`src/rtl/order_pkg.sv`:
```
// Shared types and widths for the order engine: game FSM states, field widths
// and the saturating score helper used on delivery.
package order_pkg;

  typedef enum logic [1:0] {
    IDLE = 2'd0,
    RUN  = 2'd1,
    DONE = 2'd2
  } game_state_t;

  localparam int ORDER_TIME_W = 5;
  localparam int SCORE_W      = 10;
  localparam int MISS_W       = 6;
  localparam int GAME_W       = 8;

  // Delivery is worth 1 point plus a bonus of one point per 8 remaining steps.
  function automatic logic [SCORE_W-1:0] score_add(
    input logic [SCORE_W-1:0]      score,
    input logic [ORDER_TIME_W-1:0] time_left
  );
    logic [SCORE_W:0] sum;
    sum = {1'b0, score} + (SCORE_W+1)'(1) + (SCORE_W+1)'(time_left >> 3);
    if (sum[SCORE_W]) begin
      score_add = '1;
    end else begin
      score_add = sum[SCORE_W-1:0];
    end
  endfunction

endpackage

```
`src/rtl/step_prescaler.sv`:
```
// Divides the pixel clock down to one-cycle countdown step ticks.
// The count only advances while enabled and is zeroed by clr_in.
module step_prescaler #(
  parameter int TICKS_PER_STEP = 12_500_000
) (
  input  logic pixel_clk_in,
  input  logic rst_n_in,
  input  logic en_in,
  input  logic clr_in,
  output logic step_tick_out
);

  localparam int CNT_W = (TICKS_PER_STEP > 1) ? $clog2(TICKS_PER_STEP) : 1;
  localparam logic [CNT_W-1:0] LAST = CNT_W'(TICKS_PER_STEP - 1);

  logic [CNT_W-1:0] r_cnt;
  logic             w_wrap;

  assign w_wrap = (r_cnt == LAST);

  always_ff @(posedge pixel_clk_in or negedge rst_n_in) begin
    if (!rst_n_in) begin
      r_cnt <= '0;
    end else if (clr_in) begin
      r_cnt <= '0;
    end else if (en_in) begin
      if (w_wrap) begin
        r_cnt <= '0;
      end else begin
        r_cnt <= r_cnt + CNT_W'(1);
      end
    end
  end

  assign step_tick_out = en_in && !clr_in && w_wrap;

endmodule

```
`src/rtl/order_manager.sv`:
```
// Game-side order engine: spawns orders into slots, counts them down per step,
// retires them on delivery or expiry, and tracks score, misses and round time.
module order_manager
  import order_pkg::*;
#(
  parameter int NUM_SLOTS      = 4,
  parameter int TICKS_PER_STEP = 12_500_000,
  parameter int ORDER_TIME_MAX = 31,
  parameter int SPAWN_STEPS    = 8,
  parameter int GAME_STEPS     = 240
) (
  input  logic                             pixel_clk_in,
  input  logic                             rst_n_in,
  input  logic                             start_in,
  input  logic                             deliver_in,
  output logic [NUM_SLOTS-1:0]             order_out,
  output logic [NUM_SLOTS*ORDER_TIME_W-1:0] order_time_out,
  output logic [SCORE_W-1:0]               score_out,
  output logic [MISS_W-1:0]                missed_out,
  output logic [GAME_W-1:0]                game_time_out,
  output logic                             playing_out,
  output logic                             reject_out
);

  localparam int SLOT_W  = (NUM_SLOTS > 1) ? $clog2(NUM_SLOTS) : 1;
  localparam int SPAWN_W = $clog2(SPAWN_STEPS + 1);
  localparam logic [SPAWN_W-1:0]      SPAWN_MAX = SPAWN_W'(SPAWN_STEPS);
  localparam logic [ORDER_TIME_W-1:0] TIME_INIT = ORDER_TIME_W'(ORDER_TIME_MAX);
  localparam logic [GAME_W-1:0]       GAME_INIT = GAME_W'(GAME_STEPS);

  game_state_t                                r_state, w_state_nxt;
  logic [NUM_SLOTS-1:0]                       r_order, w_order_nxt;
  logic [NUM_SLOTS-1:0][ORDER_TIME_W-1:0]     r_time, w_time_nxt;
  logic [SCORE_W-1:0]                         r_score, w_score_nxt;
  logic [MISS_W-1:0]                          r_missed, w_missed_nxt;
  logic [GAME_W-1:0]                          r_game_time, w_game_time_nxt;
  logic [SPAWN_W-1:0]                         r_spawn_cnt, w_spawn_nxt;
  logic                                       r_playing, w_playing_nxt;
  logic                                       r_reject, w_reject_nxt;

  logic                    w_run;
  logic                    w_tick;
  logic                    w_found;
  logic [SLOT_W-1:0]       w_tgt;
  logic [ORDER_TIME_W-1:0] w_best;
  logic                    w_free_found;
  logic [SLOT_W-1:0]       w_free_idx;
  logic                    w_deliver_hit;
  logic [NUM_SLOTS-1:0]    w_expire;
  logic [3:0]              w_n_expire;
  logic [MISS_W:0]         w_miss_sum;

  assign w_run = (r_state == RUN);

  step_prescaler #(
    .TICKS_PER_STEP(TICKS_PER_STEP)
  ) u_prescaler (
    .pixel_clk_in (pixel_clk_in),
    .rst_n_in     (rst_n_in),
    .en_in        (w_run),
    .clr_in       (start_in),
    .step_tick_out(w_tick)
  );

  // Delivery target: active slot with the least time left; strict '<' keeps the lowest index on ties.
  always_comb begin
    w_found = 1'b0;
    w_tgt   = '0;
    w_best  = '1;
    for (int i = 0; i < NUM_SLOTS; i++) begin
      if (r_order[i] && (!w_found || (r_time[i] < w_best))) begin
        w_found = 1'b1;
        w_tgt   = SLOT_W'(i);
        w_best  = r_time[i];
      end
    end
  end

  // Only slots already free at the start of the cycle are spawn candidates.
  always_comb begin
    w_free_found = 1'b0;
    w_free_idx   = '0;
    for (int i = NUM_SLOTS - 1; i >= 0; i--) begin
      if (!r_order[i]) begin
        w_free_found = 1'b1;
        w_free_idx   = SLOT_W'(i);
      end
    end
  end

  assign w_deliver_hit = w_run && !start_in && deliver_in && w_found;

  always_comb begin
    w_n_expire = '0;
    for (int i = 0; i < NUM_SLOTS; i++) begin
      w_expire[i] = w_run && !start_in && w_tick && r_order[i] && (r_time[i] == ORDER_TIME_W'(1))
                    && !(w_deliver_hit && (w_tgt == SLOT_W'(i)));
      w_n_expire  = w_n_expire + 4'(w_expire[i]);
    end
  end

  assign w_miss_sum = {1'b0, r_missed} + (MISS_W+1)'(w_n_expire);

  always_comb begin
    w_state_nxt     = r_state;
    w_order_nxt     = r_order;
    w_time_nxt      = r_time;
    w_score_nxt     = r_score;
    w_missed_nxt    = r_missed;
    w_game_time_nxt = r_game_time;
    w_spawn_nxt     = r_spawn_cnt;
    w_reject_nxt    = 1'b0;

    case (r_state)
      RUN: begin
        if (w_tick) begin
          w_game_time_nxt = r_game_time - GAME_W'(1);
          if (r_game_time == GAME_W'(1)) begin
            w_state_nxt = DONE;
          end
          for (int i = 0; i < NUM_SLOTS; i++) begin
            if (r_order[i]) begin
              if (r_time[i] > ORDER_TIME_W'(1)) begin
                w_time_nxt[i] = r_time[i] - ORDER_TIME_W'(1);
              end else begin
                w_order_nxt[i] = 1'b0;
                w_time_nxt[i]  = '0;
              end
            end
          end
          if ((r_spawn_cnt == SPAWN_MAX) && w_free_found && (r_game_time != GAME_W'(1))) begin
            w_order_nxt[w_free_idx] = 1'b1;
            w_time_nxt[w_free_idx]  = TIME_INIT;
            w_spawn_nxt             = SPAWN_W'(1);
          end else if (r_spawn_cnt < SPAWN_MAX) begin
            w_spawn_nxt = r_spawn_cnt + SPAWN_W'(1);
          end
        end
        if (deliver_in) begin
          if (w_found) begin
            w_order_nxt[w_tgt] = 1'b0;
            w_time_nxt[w_tgt]  = '0;
            w_score_nxt        = score_add(r_score, r_time[w_tgt]);
          end else begin
            w_reject_nxt = 1'b1;
          end
        end
        w_missed_nxt = (w_miss_sum > (MISS_W+1)'({MISS_W{1'b1}})) ? '1 : w_miss_sum[MISS_W-1:0];
      end
      default: ;
    endcase

    // Entering RUN (from any state) always starts a fresh round.
    if (start_in) begin
      w_state_nxt     = RUN;
      w_order_nxt     = '0;
      w_time_nxt      = '0;
      w_score_nxt     = '0;
      w_missed_nxt    = '0;
      w_game_time_nxt = GAME_INIT;
      w_spawn_nxt     = SPAWN_MAX;
      w_reject_nxt    = 1'b0;
    end

    w_playing_nxt = (w_state_nxt == RUN);
  end

  always_ff @(posedge pixel_clk_in or negedge rst_n_in) begin
    if (!rst_n_in) begin
      r_state     <= IDLE;
      r_order     <= '0;
      r_time      <= '0;
      r_score     <= '0;
      r_missed    <= '0;
      r_game_time <= '0;
      r_spawn_cnt <= '0;
      r_playing   <= 1'b0;
      r_reject    <= 1'b0;
    end else begin
      r_state     <= w_state_nxt;
      r_order     <= w_order_nxt;
      r_time      <= w_time_nxt;
      r_score     <= w_score_nxt;
      r_missed    <= w_missed_nxt;
      r_game_time <= w_game_time_nxt;
      r_spawn_cnt <= w_spawn_nxt;
      r_playing   <= w_playing_nxt;
      r_reject    <= w_reject_nxt;
    end
  end

  assign order_out      = r_order;
  assign order_time_out = r_time;
  assign score_out      = r_score;
  assign missed_out     = r_missed;
  assign game_time_out  = r_game_time;
  assign playing_out    = r_playing;
  assign reject_out     = r_reject;

endmodule

```
`config.mk`:
```
export PLATFORM = sky130hd
export DESIGN_NAME = order_manager
export DESIGN_NICKNAME = d
export VERILOG_FILES = /design/src/rtl/order_pkg.sv /design/src/rtl/step_prescaler.sv /design/src/rtl/order_manager.sv
export SDC_FILE = /design/constraint.sdc
export NUM_CORES = 1
export LEC_CHECK = 0
export CAP_MARGIN = 40
export CORE_ASPECT_RATIO = 1.5
export CORE_MARGIN = 4
export CORE_UTILIZATION = 45
export DETAILED_ROUTE_END_ITERATION = 10
export PLACE_DENSITY = 0.68
export SLEW_MARGIN = 20
export SYNTH_ARGS = -nofsm -noshare
export SYNTH_HDL_FRONTEND = slang
export SYNTH_SLANG_ARGS = --single-unit
```
`constraint.sdc`:
```
create_clock -name pixel_clk_in -period 7.5 [get_ports pixel_clk_in]
set_input_delay 0.75 -clock pixel_clk_in [delete_from_list [all_inputs] [get_ports pixel_clk_in]]
set_output_delay 0.75 -clock pixel_clk_in [all_outputs]
set_load 0.005 [all_outputs]
```
==> run_1/layer_met4.png <==
Supply wires on this layer in grey.
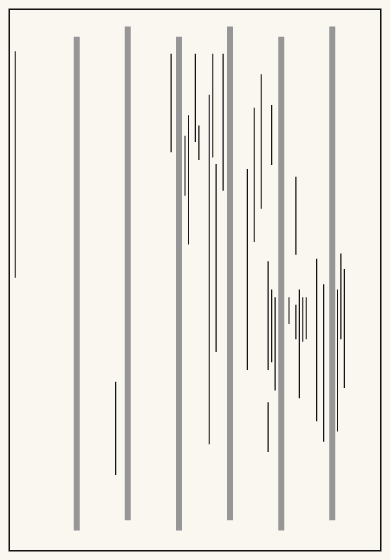
nets with wire on the layer: 28
share of all routed wire: 5.2%
WL final: 16.95 mm
routed via count: 5608

==> run_1/layer_met3.png <==
The bar under the picture is 20 µm long. Cells faint in the background.
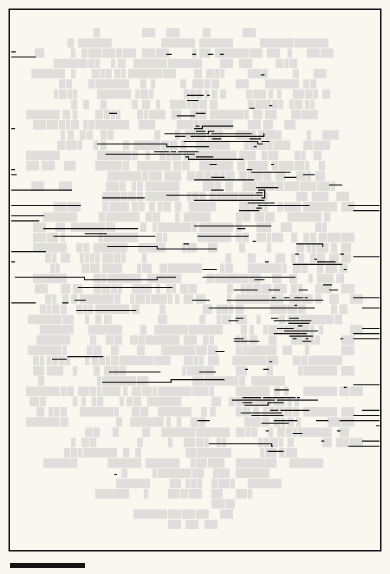
main direction: horizontal
wire length on this layer: 1100 µm
longest straight run: 27.8 µm
nets with wire on the layer: 106
share of all routed wire: 6.5%

==> run_1/clocks.png <==
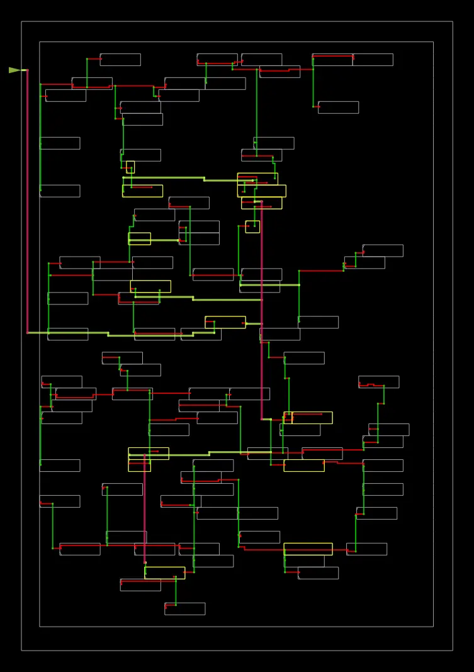
clock sinks: 80
clock buf count: 11

==> impl_metrics.env, run 1 <==
# yosys + openroad results
export IMPL_top_area_cell="dfrtp_1"
export IMPL_drcViolationCount=0
export IMPL_ir_drop_mv=0.1210
export IMPL_grt_first_pass_wirelength_mm=27.89
export IMPL_grt_busiest_layer="met2"
export IMPL_clockBufferDepth=2
export IMPL_cts_htree_levels=3
export IMPL_dieArea_um2=14090
export IMPL_topCellsByArea="dfrtp_1 (36%), o21ai_0 (6.7%), ha_1 (5.9%)"
export IMPL_grt_pass1_vias=5623
export IMPL_required_ns=7.76
export IMPL_core_area_um2=11960
export IMPL_yosysWarnings=0
export IMPL_rows=49
export IMPL_cts_buffers=9
export IMPL_outcome="finished clean"
export IMPL_placedCellCount=863
export IMPL_final_max_slew_viol_count=0
export IMPL_period_used_pct=94.21
export IMPL_syn_area_per_cell_um2=8.145
export IMPL_synthFlopType="dfrtp_1"
export IMPL_post_route_util_pct=55.30
[run 1: cell type report]
type	instances	area, µm²	share of cell area [%]
repair buffers	74	700.7	10.60
clock inverters	5	78.83	1.192
flip-flops and latches	80	2002	30.28
multi-input cells	526	3254	49.22
clock buffers	11	252.7	3.823
well taps	153	191.4	2.896
inverters	35	131.4	1.987
[run 1: worst max path at each step]
stage,from,to,slack (ns)
floorplan,order_out[0],missed_out[0],0.43
global placement,order_out[0],missed_out[0],0.38
detailed placement,order_out[0],missed_out[0],0.13
CTS,order_out[0],missed_out[0],0.09
global route,order_out[0],missed_out[0],0.01
finish,order_out[0],missed_out[0],0.43
[run 1: cell families after synthesis]
kind of cell    count (synthesis)  synth area share, %
compound gates                213                24.28
xor+xnor                        9                1.434
fa+ha+maj                      30                7.374
buf+inv                        69                4.779
flops                          80                36.41
mux                             9                1.752
simple gates                  265                23.96
[run 1: Yosys cell counts, drive strengths merged, types with 8 or more instances]
cell type	count
inv	35
o31ai	8
nand2b	8
nand3	28
ha	26
a21oi	41
nor2b	11
nor4	9
o21ai	76
nor3	18
clkbuf	30
nand4	17
dfrtp	80
o22ai	10
nor2	68
nand2	63
and3	12
a31oi	19
[run 1: worst max-delay path: cells and delay by family, from the launching register on]
kind | cells | cell delay [ns]
simple gates | 11 | 2.19
buf+inv | 2 | 0.24
fa+ha+maj | 6 | 1.91
flops | 1 | 0.37
compound gates | 11 | 2.28
[run 1: power breakdown]
group / switching [W] / internal (W)
combinational: 0.0000298 / 0.0000135
sequential: 0.00000372 / 0.000434
clock: 0.000184 / 0.000309
[run 1: timing repair]
action | 4_1_cts | 5_1_grt
setup endpoints to repair | 0 | 16
buffers inserted | 0 | 2
resized | 0 | 3
[run 1: sequential cells by signal (all words and copies together) (netlist names)]
register,flops
game_time_out,8
order_out,4
reject_out,1
r_state,2
r_spawn_cnt,4
missed_out,6
u_prescaler.r_cnt,24
score_out,10
order_time_out,20
playing_out,1
[run 1: per-stage QoR]
stage	total power, W	hold WS [ns]	area [µm²]
after floorplan	0.0004662	0.4449	5498
after global placement	0.0004848	0.4652	6190
after detailed placement	0.0004881	0.4877	6225
after CTS	0.0009828	0.4307	6556
after global routing	0.001004	0.4589	6611
final	0.0009746	0.4124	6611
[run 1: per-layer routing]
layer	wire, µm	vias up
li1	-	2577
met1	6466	2702
met2	8499	259
met3	1096	70
met4	884	0
met5	0	-
==> run_1/layer_met2.png <==
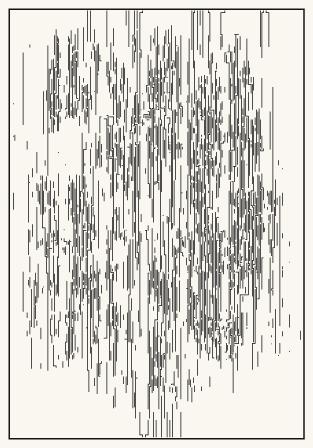

==> inputs of run 2 (changes only) <==
--- a/config.mk
+++ b/config.mk
@@ -10,7 +10,7 @@
 export CORE_MARGIN = 4
 export CORE_UTILIZATION = 45
 export DETAILED_ROUTE_END_ITERATION = 10
-export PLACE_DENSITY = 0.68
+export PLACE_DENSITY = 0.65
 export SLEW_MARGIN = 20
 export SYNTH_ARGS = -nofsm -noshare
 export SYNTH_HDL_FRONTEND = slang
==> constraint.sdc (replaced) <==
create_clock -name pixel_clk_in -period 8.5 [get_ports pixel_clk_in]
set_input_delay 0.85 -clock pixel_clk_in [delete_from_list [all_inputs] [get_ports pixel_clk_in]]
set_output_delay 0.85 -clock pixel_clk_in [all_outputs]
set_load 0.005 [all_outputs]
==> run_2/layer_met2.png <==
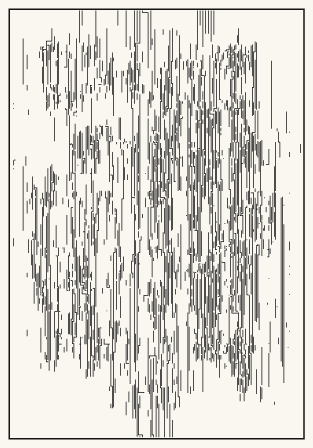
longest straight run: 56.8 µm
nets with wire on the layer: 626
wire length on this layer: 8220 µm
share of all routed wire: 50%

==> run 2 against run 1 <==
Against the previous run:
- sequential power down 12%
- critical path depth unchanged
- critical path type unchanged
- flip-flop count unchanged
- final area down 1.2%
- die size unchanged
- combinational power down 12%
- largest power group unchanged
- non-clock buffer count down 7
==> impl_metrics.env, run 2 <==
# yosys + openroad results
export IMPL_outcome="finished clean"
export IMPL_cts_htree_levels=3
export IMPL_rows=49
export IMPL_yosysWarnings=0
export IMPL_post_drt_wl_per_cell_um=18.83
export IMPL_placedCellCount=860
export IMPL_top_cell="dfrtp_1"
export IMPL_top_area_cell="dfrtp_1"
export IMPL_largest_reg_flops=24
export IMPL_post_route_util_pct=54.63
export IMPL_initial_core_util_pct=45.99
export IMPL_crit_buf_inv=2
export IMPL_cts_buffers=9
export IMPL_core_area_um2=11960
export IMPL_common_cells="dfrtp_1 (80), o21ai_0 (74), nor2_1 (68)"
export IMPL_ctsResizeCount=0
export IMPL_grt_first_pass_wirelength_mm=27.61
export IMPL_clkSinkCount=80
export IMPL_syn_area_per_cell_um2=8.145
export IMPL_dpl_instance_area_um2=6208
export IMPL_power_switching_share_pct=23.01
export IMPL_required_ns=8.71
export IMPL_power_internal_w=0.0006379
export IMPL_synthFlopType="dfrtp_1"
export IMPL_dieArea_um2=14090
export IMPL_clockBufferDepth=2
export IMPL_cpLargestDelayFamily="simple AND/OR/NAND/NOR gates"
export IMPL_power_w=0.0008286
export IMPL_clockPowerShare_pct=48.8
export IMPL_ir_drop_mv=0.1015
export IMPL_topCellsByArea="dfrtp_1 (36%), o21ai_0 (6.7%), ha_1 (5.9%)"
export IMPL_drcViolationCount=0
export IMPL_combinationalPowerShare_pct=4.6
==> run_2/layer_met4.png <==
Supply wires on this layer in grey.
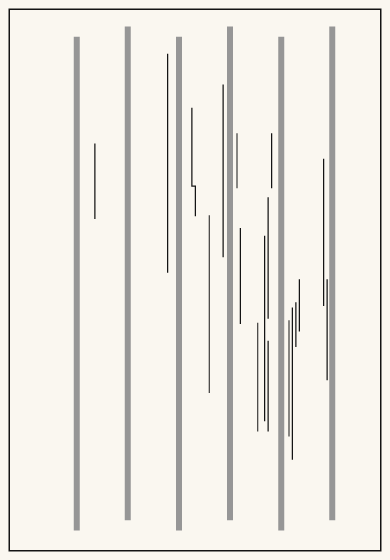
main direction: vertical
nets with wire on the layer: 15
longest straight run: 57.8 µm
WL final: 16.51 mm
routed via count: 5454

==> run 2: routing by layer <==
metal  share of wire (%)  track usage, %  up-vias
met3                 5.6           4.031       41
li1                    -               -     2573
met1                  41           30.10     2631
met5                   0               0        -
met2                  50           41.39      209
met4                 3.3           10.14        0
==> run 2: power groups by stage <==
stage / registers [W] / logic [W] / clock network (W)
floorplan: 0.000392 / 0.0000192 / 0
global placement: 0.000393 / 0.0000356 / 0
detailed placement: 0.000393 / 0.0000379 / 0
CTS: 0.000386 / 0.0000380 / 0.000409
global route: 0.000387 / 0.0000431 / 0.000425
finish: 0.000386 / 0.0000382 / 0.000404
==> run 2: path summary, 6_finish.rpt <==
kind / slack [ns] / end / from / depth (start not counted)
max: 0.99 / missed_out[4] / order_out[0] / 30
min: 0.43 / order_time_out[7] / rst_n_in / 1
min in group pixel_clk_in: 0.49 / u_prescaler.r_cnt[23] / u_prescaler.r_cnt[23] / 1
max in group asynchronous: 7.44 / score_out[7] / rst_n_in / 2
min reg2reg: 0.49 / u_prescaler.r_cnt[23] / u_prescaler.r_cnt[23] / 1
max reg2reg: 0.99 / missed_out[4] / order_out[0] / 30
==> run 2: cells by family (layout without fill, tap and decap cells) <==
logic type / Yosys count / count (layout) / share of synthesized area [%]
multiplexers: 9 / 9 / 1.752
AND-OR/OR-AND: 213 / 213 / 24.28
XOR/XNOR: 9 / 9 / 1.434
AND/OR/NAND/NOR: 265 / 265 / 23.96
flip-flops: 80 / 80 / 36.41
adder cells (fa/ha/maj): 30 / 30 / 7.374
buffers and inverters: 69 / 118 / 4.779
==> run 2: through the flow <==
| stage | hold slack [ns] | setup WS, ns |
|---|---|---|
| 6_report | 0.4312 | 0.9865 |
| 5_1_grt | 0.4591 | 0.4713 |
| 2_1_floorplan | 0.4449 | 1.429 |
| 3_5_place_dp | 0.4842 | 1.058 |
| 4_1_cts | 0.4446 | 1.022 |
| 3_3_place_gp | 0.4664 | 1.338 |
==> run 2: area by class of cell <==
cell class              count  area [µm²]
fillers                  1130        5424
multi-input cells         526        3242
flip-flops and latches     80        2002
repair buffers             67       656.9
clock buffers              11       252.7
well taps                 153       191.4
inverters                  35       131.4
clock inverters             5       55.05
==> run 2: worst register-to-register path, delay by kind of cell (launching register included) <==
kind	cells	cell delay, ns
DFF	1	0.37
adders and majority gates	6	1.90
buffers and inverters	2	0.23
AOI/OAI and AO/OA	10	2.24
and+or+nand+nor	12	2.65
==> run_2/layer_met3.png <==
The bar under the picture is 20 µm long. Cells faint in the background.
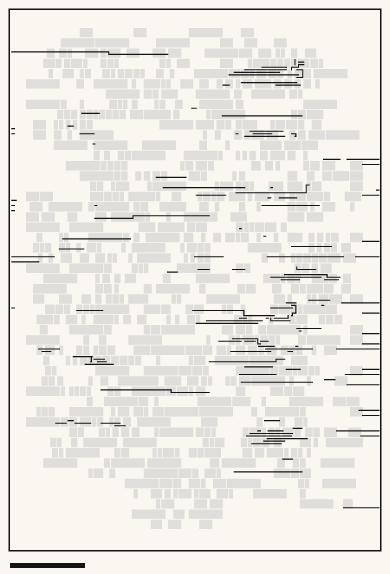

==> inputs of run 3 (changes only) <==
--- a/config.mk
+++ b/config.mk
@@ -8,10 +8,11 @@
 export CAP_MARGIN = 40
 export CORE_ASPECT_RATIO = 1.5
 export CORE_MARGIN = 4
-export CORE_UTILIZATION = 45
+export CORE_UTILIZATION = 60
 export DETAILED_ROUTE_END_ITERATION = 10
-export PLACE_DENSITY = 0.65
+export PLACE_DENSITY = 0.87
 export SLEW_MARGIN = 20
 export SYNTH_ARGS = -nofsm -noshare
 export SYNTH_HDL_FRONTEND = slang
+export SYNTH_HIERARCHICAL = 1
 export SYNTH_SLANG_ARGS = --single-unit
==> run_3/layer_met3.png <==
The bar under the picture is 20 µm long. Cells faint in the background.
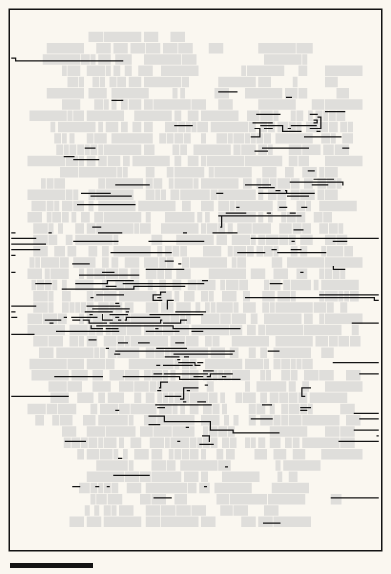
main direction: horizontal
nets with wire on the layer: 110
share of all routed wire: 6.4%
wire length on this layer: 1070 µm
longest straight run: 31.1 µm

==> run_3/clocks.png <==
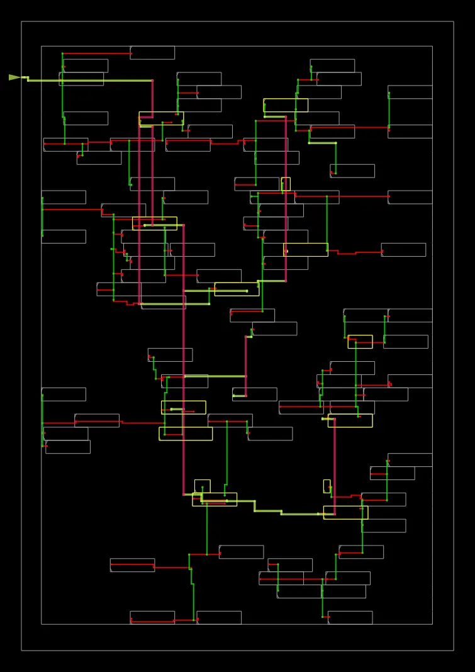
Setup Skew: 0.006145 ns
Late-Pin Clk Latency: 0.34 ns
flip-flops: 80
total CTS buffers: 9
Clock group: 0.000384 W

==> run 3 against run 2 <==
Against the previous run:
- non-clock buffer count is 1 lower
- wire length is 1.6% higher
- die size is 17% lower
- critical path type unchanged
- critical endpoint is now missed_out[0]
==> impl_metrics.env, run 3 <==
# yosys + openroad results
export IMPL_grt_pass1_vias=5877
export IMPL_initial_core_util_pct=61.69
export IMPL_crit_buf_inv=4
export IMPL_cpLargestDelayFamily="AND-OR/OR-AND gates"
export IMPL_synthMuxAreaShare_pct=2.533
export IMPL_final_max_slew_viol_count=0
export IMPL_topCellsByArea="dfrtp_1 (33%), ha_1 (5.4%), nor2_1 (3.6%)"
export IMPL_drcViolationCount=0
export IMPL_simple_gate_area_share_pct=26.06
export IMPL_ys_sh_adder_pct=6.782
export IMPL_placedCellCount=830
export IMPL_grt_first_pass_wirelength_mm=28.10
export IMPL_cts_htree_levels=3
export IMPL_core_area_um2=9689
export IMPL_compound_area_share_pct=23.82
export IMPL_power_w=0.0007971
export IMPL_hold_ws_ns=0.4701
export IMPL_clkSinkCount=80
export IMPL_drt_wl_total_mm=16.77
export IMPL_synthFlopType="dfrtp_1"
export IMPL_largest_reg_flops=24
export IMPL_reg2reg_depth=30
export IMPL_clockBufferDepth=2
export IMPL_outcome="finished clean"
export IMPL_ir_drop_mv=0.1024
export IMPL_num_vias=5905
export IMPL_ys_sh_xor_pct=1.465
export IMPL_topCombFamilyByArea="simple AND/OR/NAND/NOR gates"
-- run 3: netlist changes by cell type after synthesis, moves of 6 or more --
cell / delta
nand2_1: -6
nor3_1: +6
a21oi_1: -12
nand3_1: +12
nor2_1: -10
nor4_1: +6
a32o_1: +9
o21ai_0: -32
inv_1: +6
a31oi_1: -10
a22o_1: +6
-- run 3: final cells by class --
class                   instances  area [µm²]
clock buffers                  11       242.7
well taps                     115       143.9
flip-flops and latches         80        2003
clock inverters                 3       43.79
inverters                      41       153.9
fillers                       742        2829
multi-input cells             533        3632
repair buffers                 66       640.6
-- run 3: layer usage --
layer	vias to the layer above	global-route usage, %	wire [µm]
li1	2669	-	-
met1	2859	35.39	6145
met2	289	52.37	8762
met3	88	5.433	1066
met4	0	17.00	796
met5	-	0	0
-- run 3: logic make-up (layout without fill, tap and decap cells) --
| group | after synthesis | count (layout) |
|---|---|---|
| AND/OR/NAND/NOR | 293 | 293 |
| AND-OR/OR-AND | 186 | 186 |
| buffers and inverters | 85 | 121 |
| flip-flops | 80 | 80 |
| adder cells (fa/ha/maj) | 30 | 30 |
| multiplexers | 14 | 14 |
| XOR/XNOR | 10 | 10 |
-- run 3: path summary, 6_finish.rpt --
path / from / end / slack, ns
worst max-delay path: order_out[0] / missed_out[0] / 0.55
worst min-delay path: rst_n_in / score_out[3] / 0.47
max in group asynchronous: rst_n_in / game_time_out[4] / 7.44
worst max register to register: order_out[0] / missed_out[0] / 0.55
worst min register to register: r_state[1] / r_state[1] / 0.56
min in group pixel_clk_in: r_state[1] / r_state[1] / 0.56
-- run 3: stage by stage --
step	setup WS, ns	util (%)
6_report	0.5461	70.80
3_5_place_dp	0.3905	67.45
3_3_place_gp	0.7384	67.01
4_1_cts	0.2840	70.40
2_1_floorplan	1.145	-
5_1_grt	-0.01952	70.80
-- run 3: worst reg2reg max path, delay by kind of cell, from the launching register on --
kind	cells	cell delay, ns
AND-OR/OR-AND	11	2.71
AND/OR/NAND/NOR	8	1.49
buffers and inverters	4	0.66
flip-flops	1	0.50
multiplexers	1	0.38
adder cells (fa/ha/maj)	6	2.13
-- run 3: power by group --
part | leakage (nW) | switching, W | internal (W)
registers | 1.08 | 0.00000265 | 0.000382
clock network | 0.141 | 0.000152 | 0.000232
logic | 1.54 | 0.0000206 | 0.00000744
-- run 3: timing repair --
action | CTS | global route
gates resized | 0 | 1
buffers inserted | 0 | 5
endpoints found under the setup margin | 0 | 16

==> gallery <==
Metal 1.
The bar under the picture is 20 µm long. Supply wires on this layer in grey.
(a)
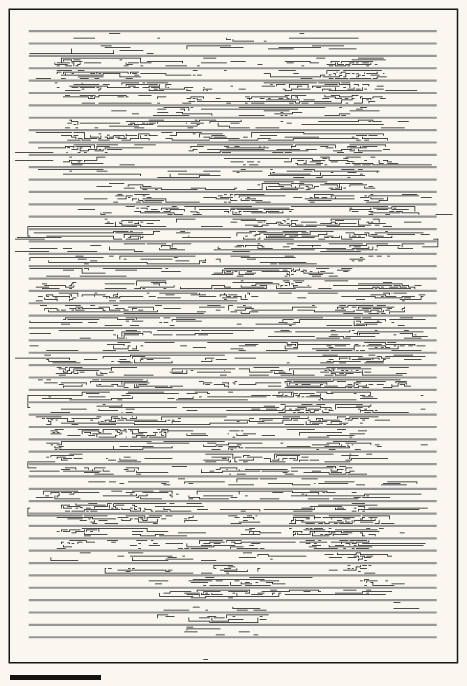
(b)
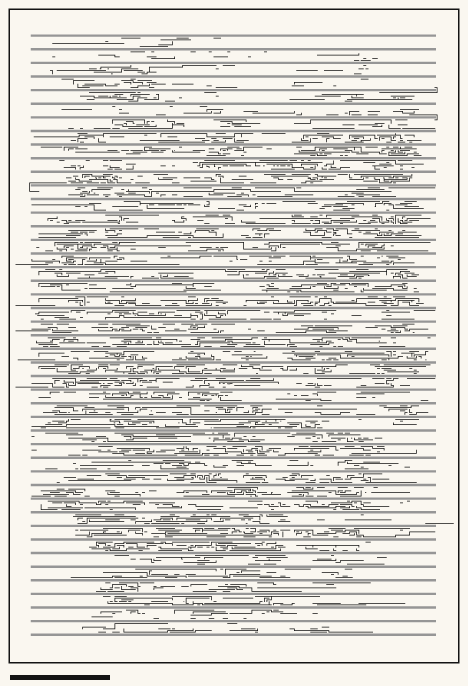
| from | picture |
|---|---|
| run 2 | (a) |
| run 3 | (b) |

Key to (b):
share of all routed wire: 37%
nets with wire on the layer: 703
longest straight run: 24.8 µm
main direction: horizontal

No activity file was given, so power comes from the tool's default toggle rates.
